==> config.mk <==
export PLATFORM = sky130hd
export DESIGN_NAME = pipe_hazard_ctrl_flat
export DESIGN_NICKNAME = d
export VERILOG_FILES = /design/src/rtl/pl_cpu_pkg.sv /design/src/rtl/pipe_hazard_ctrl_if.sv /design/src/rtl/pipe_hazard_ctrl_sat_counter.sv /design/src/rtl/pipe_hazard_ctrl.sv /design/src/flat_wrapper.sv
export SDC_FILE = /design/constraint.sdc
export NUM_CORES = 1
export LEC_CHECK = 0
export ABC_AREA = 1
export CAP_MARGIN = 20
export CORE_MARGIN = 3
export CORE_UTILIZATION = 35
export DETAILED_ROUTE_END_ITERATION = 8
export PLACE_DENSITY = 0.62
export SLEW_MARGIN = 15
export SYNTH_ARGS = -nofsm -noshare
export SYNTH_HDL_FRONTEND = slang
export SYNTH_SLANG_ARGS = --single-unit
==> constraint.sdc <==
create_clock -name Clk -period 5.19 [get_ports Clk]
set_input_delay 1.038 -clock Clk [delete_from_list [all_inputs] [get_ports Clk]]
set_output_delay 1.038 -clock Clk [all_outputs]
set_load 0.005 [all_outputs]
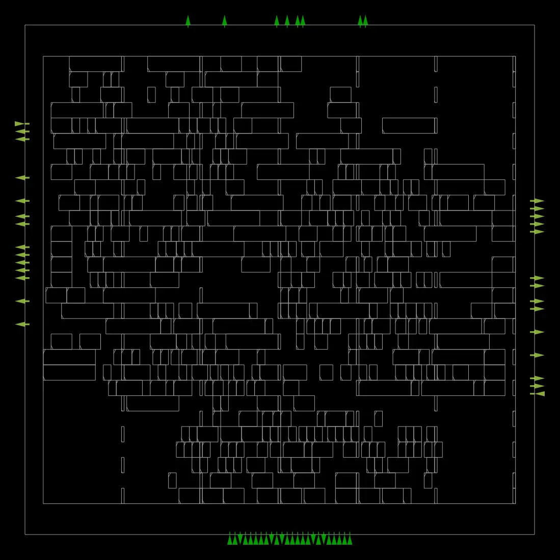
Fig. 1. Cell outlines without signal wires.
sequential cell area share: 0.297
filler instances: 678
Flop Count: 38
tally of non-filler cells in the final layout: 496
num tapcells: 93

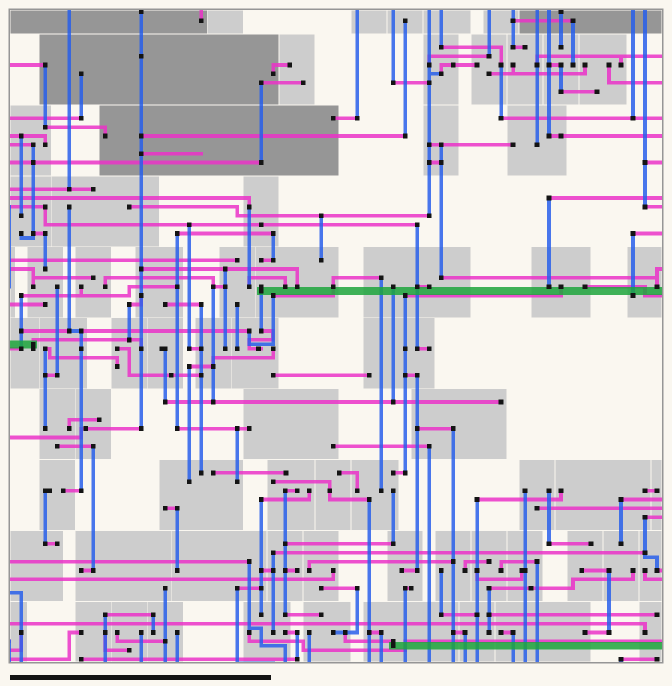
Fig. 2. Layout detail.
The bar under the picture is 10 um long. Region (32, 14) to (57, 39) um. Cells in grey, sequential cells in the stronger grey; small squares are vias.
- met1: magenta
- met3: green
- met2: blue
- sequential cells in the window: 2
- cells with their middle in the window: 60
- most frequent: nand2_1 (14)

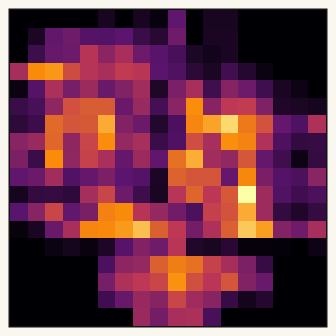
Fig. 3. Wiring heat map.
18 x 18 tiles, from black (low) to pale yellow (high), scaled to the fullest tile. Values are wire area over tile area, all layers added.
- nearly empty tiles: 22%
- tiles over half the peak: 19%
- mean over tiles: 0.11
- fullest tile: 0.39
vias after detailed routing: 2276
WL final: 5600 um
per-cell routed wire length: 11.3 um
overall fraction of global-route tracks in use: 0.141

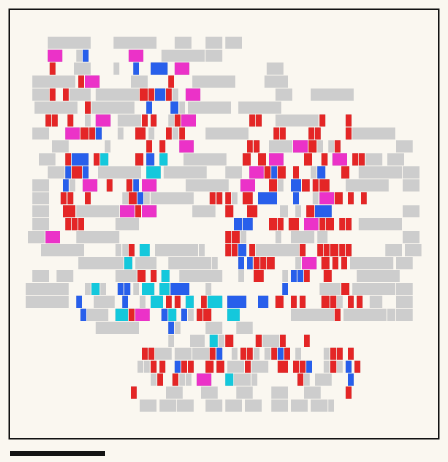
Fig. 4. Gate-type map.
The bar under the picture is 20 um long.
- XOR/XNOR gates: magenta (cells 24; most used xor2_1)
- NAND gates: red (cells 150; most used nand2_1)
- NOR gates: blue (cells 45; most used nor2_1)
- inverting AOI/OAI gates: cyan (cells 17; most used o21ai_0)
most common cell after layout, fill and taps aside: nand2_1
combinational fraction of the cell area: 0.392

==> impl_metrics.ini <==
; yosys + openroad results
[synth]
flop_cell = dfrtp_1
synthCells = 341
synth.comb.largest_family = simple AND/OR/NAND/NOR gates
synth-edff-count = 0
yosysTopAreaCell = dfrtp_1
ys_cells = 341
yosys-mux-area-fraction = 0
synth_area_per_cell_um2 = 7.21

[route]
top_layer = met4
antenna_left = 0

[worst_setup_path]
worstPathCellList = clkdlybuf4s50_1, nor2_4, inv_2, o221ai_1, a31o_2, clkdlybuf4s50_1
worst_path_max_delay_cell = clkdlybuf4s50_1
reg2reg_depth = 11
crit_fanout = 15
worst-path-stages = 6
worstPathArrival_ns = 2.94
reg2reg_slack_ns = 2.83

[pwr]
power.clock.total_uw = 214
post-layout-total-power_uw = 973
worst_ir_drop_vdd_mv = 0.253
sw_frac_of_total = 0.360
internal_power_uw = 623
power_combinational_uw = 382
power.density_cell_area_nw_per_um2 = 303

[cells_and_area]
layout-area-overhead-vs-synth_pct = 30.4
non_clock_buffer_count = 60
total_number_of_multi_input_combinational_cells = 244
finalInstanceArea_um2 = 3210
n_clock_buffer = 7
logic_area_um2 = 1260
finalCoreUtilization = 0.488
finalNetCount = 429
largest_cell_class = multi-input combinational cells

[timing]
timing_hold_violations_final = 0
unrepaired_setup_endpoints_after_global_routing = no
finalWorstPathRequiredPeriod_ns = 3.98
finalSetupViolCount = 0

[clock_tree]
master_cell_of_the_clock_root_buffer = clkbuf_8
clock_tree.htree_level_count = 2
cts_setup_buffers = 0

[status]
outcome = finished clean

[place]
place_worst_setup_slack_ns = 1.24
place.port_buffers = 59
placed_area_um2 = 3120

[die]
design.portCount = 60

[worst_hold_path]
worstHoldPathType = reg2reg
